===== config.mk =====
export PLATFORM = sky130hd
export DESIGN_NAME = mainfsm_ws
export DESIGN_NICKNAME = d
export VERILOG_FILES = /design/src/rtl/mainfsm_pkg.sv /design/src/rtl/mainfsm_wait_timer.sv /design/src/rtl/mainfsm_ws.sv
export SDC_FILE = /design/constraint.sdc
export NUM_CORES = 1
export LEC_CHECK = 0
export ABC_CLOCK_PERIOD_IN_PS = 6100
export CAP_MARGIN = 10
export CORE_AREA = 2 2 51 53
export CTS_CLUSTER_DIAMETER = 30
export DETAILED_ROUTE_END_ITERATION = 6
export DIE_AREA = 0 0 53 55
export PLACE_DENSITY = 0.92
export SLEW_MARGIN = 20
export SYNTH_ARGS = -nofsm -noshare
export SYNTH_HDL_FRONTEND = slang
export SYNTH_SLANG_ARGS = --single-unit

===== constraint.sdc =====
create_clock -name clk -period 6.1 [get_ports clk]
set_clock_uncertainty 0.1 [all_clocks]
set_input_delay 1.22 -clock clk [delete_from_list [all_inputs] [get_ports clk]]
set_output_delay 1.22 -clock clk [all_outputs]
set_load 0.01 [all_outputs]

===== src/rtl/mainfsm_pkg.sv =====
// Shared types and control-word constants for the main control FSM.
// Control word: {NextPC,Branch,MemW,RegW,IRWrite,AdrSrc,ResultSrc,ALUSrcA,ALUSrcB,ALUOp}.
package mainfsm_pkg;

   typedef enum logic [3:0] {
      S_FETCH  = 4'd0,
      S_DECODE = 4'd1,
      S_MEMADR = 4'd2,
      S_MEMRD  = 4'd3,
      S_MEMWB  = 4'd4,
      S_MEMWR  = 4'd5,
      S_EXECR  = 4'd6,
      S_EXECI  = 4'd7,
      S_ALUWB  = 4'd8,
      S_BRANCH = 4'd9,
      S_EXECM  = 4'd10,
      S_FAULT  = 4'd15
   } state_t;

   localparam logic [1:0] FC_NONE    = 2'b00;
   localparam logic [1:0] FC_TIMEOUT = 2'b01;
   localparam logic [1:0] FC_ILLEGAL = 2'b10;

   localparam int CTRL_W = 12;

   localparam logic [CTRL_W-1:0] CW_FETCH  = 12'b1_0_0_0_1_0_10_1_10_0;
   localparam logic [CTRL_W-1:0] CW_DECODE = 12'b0_0_0_0_0_0_10_1_10_0;
   localparam logic [CTRL_W-1:0] CW_MEMADR = 12'b0_0_0_0_0_0_10_0_01_0;
   localparam logic [CTRL_W-1:0] CW_MEMRD  = 12'b0_0_0_0_0_1_00_0_01_0;
   localparam logic [CTRL_W-1:0] CW_MEMWB  = 12'b0_0_0_1_0_1_01_0_01_0;
   localparam logic [CTRL_W-1:0] CW_MEMWR  = 12'b0_0_1_0_0_1_00_0_01_0;
   localparam logic [CTRL_W-1:0] CW_EXECR  = 12'b0_0_0_0_0_0_10_0_00_1;
   localparam logic [CTRL_W-1:0] CW_EXECI  = 12'b0_0_0_0_0_0_10_0_01_1;
   localparam logic [CTRL_W-1:0] CW_ALUWB  = 12'b0_0_0_1_0_0_00_0_01_0;
   localparam logic [CTRL_W-1:0] CW_BRANCH = 12'b0_1_0_0_0_0_10_0_01_0;
   localparam logic [CTRL_W-1:0] CW_IDLE   = CW_DECODE;

   function automatic logic [CTRL_W-1:0] ctrl_of(input state_t s);
      logic [CTRL_W-1:0] c;
      case (s)
         S_FETCH:  c = CW_FETCH;
         S_DECODE: c = CW_DECODE;
         S_MEMADR: c = CW_MEMADR;
         S_MEMRD:  c = CW_MEMRD;
         S_MEMWB:  c = CW_MEMWB;
         S_MEMWR:  c = CW_MEMWR;
         S_EXECR:  c = CW_EXECR;
         S_EXECI:  c = CW_EXECI;
         S_ALUWB:  c = CW_ALUWB;
         S_BRANCH: c = CW_BRANCH;
         default:  c = CW_IDLE;
      endcase
      return c;
   endfunction

endpackage


===== src/rtl/mainfsm_wait_timer.sv =====
// Wait-state counter for memory states; expire flags WAIT_TIMEOUT waits.
// WAIT_TIMEOUT=0 disables expiry entirely.
module mainfsm_wait_timer #(
   parameter int WAIT_TIMEOUT = 16,
   parameter int TO_W = $clog2(WAIT_TIMEOUT + 2)
) (
   input  logic clk,
   input  logic reset_n,
   input  logic clr,
   input  logic inc,
   output logic expire
);

   localparam logic [TO_W-1:0] LIMIT = TO_W'(WAIT_TIMEOUT);

   logic [TO_W-1:0] cnt;

   // Saturates at LIMIT so it cannot wrap while the FSM sits in a wait state
   always_ff @(posedge clk or negedge reset_n) begin
      if (!reset_n) begin
         cnt <= '0;
      end else if (clr) begin
         cnt <= '0;
      end else if (inc && (cnt != LIMIT)) begin
         cnt <= cnt + TO_W'(1);
      end
   end

   assign expire = (WAIT_TIMEOUT != 0) && (cnt == LIMIT);

endmodule


===== src/rtl/mainfsm_ws.sv =====
// Multicycle main control FSM with MemReady wait states, timeout and fault trap.
// Define MAINFSM_MUL_EN to enable the multi-cycle multiply path (EXECM).
module mainfsm_ws
   import mainfsm_pkg::*;
#(
   parameter int WAIT_TIMEOUT = 16,
   parameter int TO_W = $clog2(WAIT_TIMEOUT + 2),
   parameter int ILLEGAL_TRAP = 1
) (
   input  logic       clk,
   input  logic       reset_n,
   input  logic [1:0] Op,
   input  logic [5:0] Funct,
   input  logic       IsMul,
   input  logic       MemReady,
   input  logic       MulDone,
   output logic       IRWrite,
   output logic       AdrSrc,
   output logic       ALUSrcA,
   output logic       NextPC,
   output logic       RegW,
   output logic       MemW,
   output logic       Branch,
   output logic       ALUOp,
   output logic [1:0] ALUSrcB,
   output logic [1:0] ResultSrc,
   output logic       MemReq,
   output logic       MulStart,
   output logic       Fault,
   output logic [1:0] FaultCode,
   output logic [3:0] StateOut
);

   state_t state, next;
   logic [1:0] code_nx;
   logic wait_st, expire, en_ok;
   logic [CTRL_W-1:0] ctrl;
   logic unused_ok;

   assign wait_st = (state == S_FETCH) || (state == S_MEMRD) ||
                    (state == S_MEMWR);

   mainfsm_wait_timer #(
      .WAIT_TIMEOUT(WAIT_TIMEOUT),
      .TO_W(TO_W)
   ) u_timer (
      .clk(clk),
      .reset_n(reset_n),
      .clr(MemReady || (next != state)),
      .inc(wait_st && !MemReady),
      .expire(expire)
   );

   always_comb begin
      next = state;
      code_nx = FC_NONE;
      case (state)
         S_FETCH:
            if (MemReady) next = S_DECODE;
            else if (expire) begin
               next = S_FAULT;
               code_nx = FC_TIMEOUT;
            end
         S_MEMRD:
            if (MemReady) next = S_MEMWB;
            else if (expire) begin
               next = S_FAULT;
               code_nx = FC_TIMEOUT;
            end
         S_MEMWR:
            if (MemReady) next = S_FETCH;
            else if (expire) begin
               next = S_FAULT;
               code_nx = FC_TIMEOUT;
            end
         S_DECODE:
            case (Op)
               2'b00:
                  if (Funct[5]) next = S_EXECI;
`ifdef MAINFSM_MUL_EN
                  else if (IsMul) next = S_EXECM;
`endif
                  else next = S_EXECR;
               2'b01: next = S_MEMADR;
               2'b10: next = S_BRANCH;
               default:
                  if (ILLEGAL_TRAP != 0) begin
                     next = S_FAULT;
                     code_nx = FC_ILLEGAL;
                  end else begin
                     next = S_FETCH;
                  end
            endcase
         S_MEMADR: next = Funct[0] ? S_MEMRD : S_MEMWR;
         S_MEMWB:  next = S_FETCH;
         S_EXECR:  next = S_ALUWB;
         S_EXECI:  next = S_ALUWB;
         S_ALUWB:  next = S_FETCH;
         S_BRANCH: next = S_FETCH;
`ifdef MAINFSM_MUL_EN
         S_EXECM:  if (MulDone) next = S_ALUWB;
`endif
         S_FAULT:  next = S_FAULT;
         default:  next = S_FETCH;
      endcase
   end

`ifdef MAINFSM_MUL_EN
   logic mul_seen;
`endif

   always_ff @(posedge clk or negedge reset_n) begin
      if (!reset_n) begin
         state <= S_FETCH;
         Fault <= 1'b0;
         FaultCode <= FC_NONE;
`ifdef MAINFSM_MUL_EN
         mul_seen <= 1'b0;
`endif
      end else begin
         state <= next;
         if ((next == S_FAULT) && (state != S_FAULT)) begin
            Fault <= 1'b1;
            FaultCode <= code_nx;
         end
`ifdef MAINFSM_MUL_EN
         mul_seen <= (state == S_EXECM);
`endif
      end
   end

`ifdef MAINFSM_MUL_EN
   assign MulStart = reset_n && (state == S_EXECM) && !mul_seen;
   assign unused_ok = ^Funct[4:1];
`else
   assign MulStart = 1'b0;
   assign unused_ok = ^{Funct[4:1], IsMul, MulDone};
`endif

   // Reset gating drops strobes without waiting for the state register
   assign en_ok = reset_n && (!wait_st || MemReady);
   assign ctrl = ctrl_of(state);

   assign {NextPC, Branch, MemW, RegW, IRWrite} = ctrl[11:7] & {5{en_ok}};
   assign {AdrSrc, ResultSrc, ALUSrcA, ALUSrcB, ALUOp} = ctrl[6:0];
   assign MemReq = reset_n && wait_st;
   assign StateOut = state;

endmodule


==> results.ini <==
[outcome]
status = finished, final reports clean

[critical_path]
ff2ff_setup_slack_ns = 3.64
r2r-end = FaultCode[1]
endpoint = IRWrite
crit_path_start = reset_n
crit_required_ns = 4.78
critPathLaunchType = input pin
worst-path-max-fanout = 16

[logic_synthesis]
ys_sh_simple = 0.281
synth_adder_area_share = 0.0565
yosysTopAreaCell = dfrtp_1
ys_seq_share = 0.271
synth.most_common_cell = nand2_1
ys_types = 44
ys_chip_area_sq_mm = 0.00111
synth_flops = 12
synthMuxAreaShare = 0.0192
ys_async_sr_fraction = 1.00
ys_sh_aoi = 0.216
ff_type = dfrtp_1

[timing]
rsz0062_at_grt = false
min_period_ns = 4.50
slew_headroom = 0.456
setup_slack_ns = 1.60
worst_slew_pin_slew_ns = 0.803
report.final.slew_viol_count = 0

[global_routing]
grt_pass1_vias = 1027
grt_pass1_wl_um = 4400

[layout]
postLayoutCoreUtil = 0.569
areaGrowthSynthToFinish_pct = 21.6
drive_above_1_share = 0.0563
num_antenna_cells = 0
logic_area_sq_um = 682
fin_nets = 179

[placement]
dp_hpwl_um = 1970
placed_cells = 186

[floorplan]
row_count = 18
dieHeight_um = 55

[routing]
wl_per_cell_um = 13.8

[power]
p_leak_nw = 0.538
power.total_mw = 0.564
pwr_density_cell_mw_per_mm2 = 419

[hold_path]
hold_path_depth = 1
hold_class = flip-flop to flip-flop

[clock_tree]
cts_tree = done
ctsHoldBuffers = 0
clockBufferDepth = 2

[job]
warnings = 35

-- power breakdown --
group | total, mW | leakage [nW] | internal, mW | switching (mW)
clock network | 0.0632 | 0.0210 | 0.0363 | 0.0268
registers | 0.158 | 0.159 | 0.0974 | 0.0604
logic | 0.343 | 0.358 | 0.170 | 0.172
-- cell families (layout without fill, tap and decap cells) --
| kind of cell | Yosys count | count (layout) |
|---|---|---|
| and+or+nand+nor | 60 | 60 |
| AOI/OAI and AO/OA | 37 | 37 |
| buffers and inverters | 22 | 38 |
| DFF | 12 | 12 |
| adders and majority gates | 5 | 5 |
| xor gates and xnor gates | 5 | 5 |
| muxes | 2 | 2 |
| other | 1 | 1 |
-- worst max-delay path: stages --
cell and delay [ns]:
clkdlybuf4s50_1 0.88, nand2_1 0.16, nor4_1 0.31, clkdlybuf4s50_1 0.61
-- per-stage QoR --
step / cell area, sq um / hold WS (ns)
floorplan: 1110 / 0.404
finish: 1350 / 0.374
global placement: 1310 / 0.352
detailed placement: 1310 / 0.363
CTS: 1350 / 0.382
global route: 1350 / 0.398
-- metal layers --
layer | vias up | track usage | wire, um
met4 | 0 | 0.111 | 33
met3 | 2 | 0.0430 | 173
met1 | 512 | 0.242 | 1070
met5 | - | 0 | 0
met2 | 48 | 0.354 | 1340
li1 | 534 | - | -
-- layout make-up --
| type | instances | area share |
|---|---|---|
| Multi-Input combinational cell | 110 | 0.507 |
| Tap cell | 30 | 0.0279 |
| Inverter | 8 | 0.0223 |
| Clock buffer | 4 | 0.0270 |
| Sequential cell | 12 | 0.223 |
| Timing Repair Buffer | 26 | 0.193 |
-- registers in the layout, indices dropped and copies added (netlist names) --
signal,count
StateOut,4
Fault,1
u_timer.cnt,5
FaultCode,2
met1.png
The bar under the picture is 20 um long. Supply wires on this layer in grey.
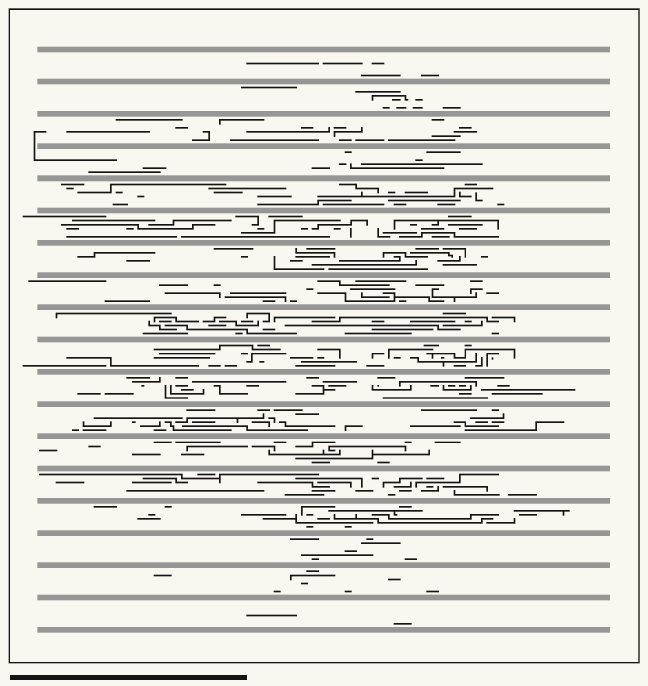
nets with wire on the layer: 143
wire length on this layer: 1070 um
longest straight run: 12.9 um

met2.png
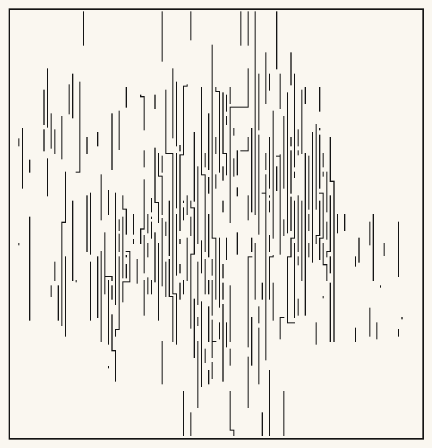
share of all routed wire: 51%
main direction: vertical
longest straight run: 26.0 um
wire length on this layer: 1340 um
nets with wire on the layer: 154

met3.png
The bar under the picture is 20 um long.
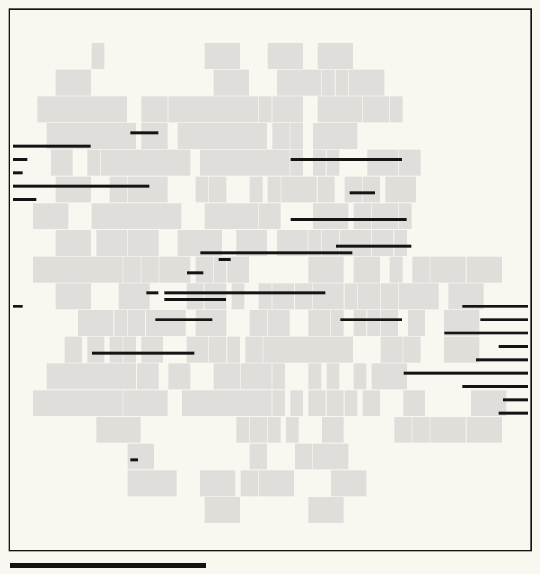
longest straight run: 16.1 um
main direction: horizontal
nets with wire on the layer: 27
share of all routed wire: 6.6%
wire length on this layer: 173 um

gate_families.png
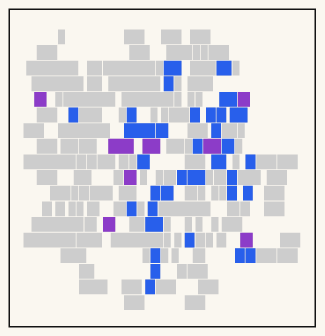
legend:
  purple:
    family: AND and OR gates
    cells: 8
  blue:
    family: inverting AOI/OAI gates
    cells: 34
    most_used: a21oi_1

final_clocks.png
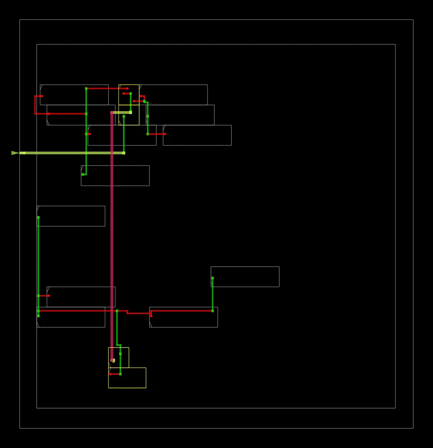
total CTS buffers: 3
clk_lat worst skew: 0.28 ns
clock buffer count: 4
sequential cells: 12

Power is estimated from default activity; no workload was simulated.
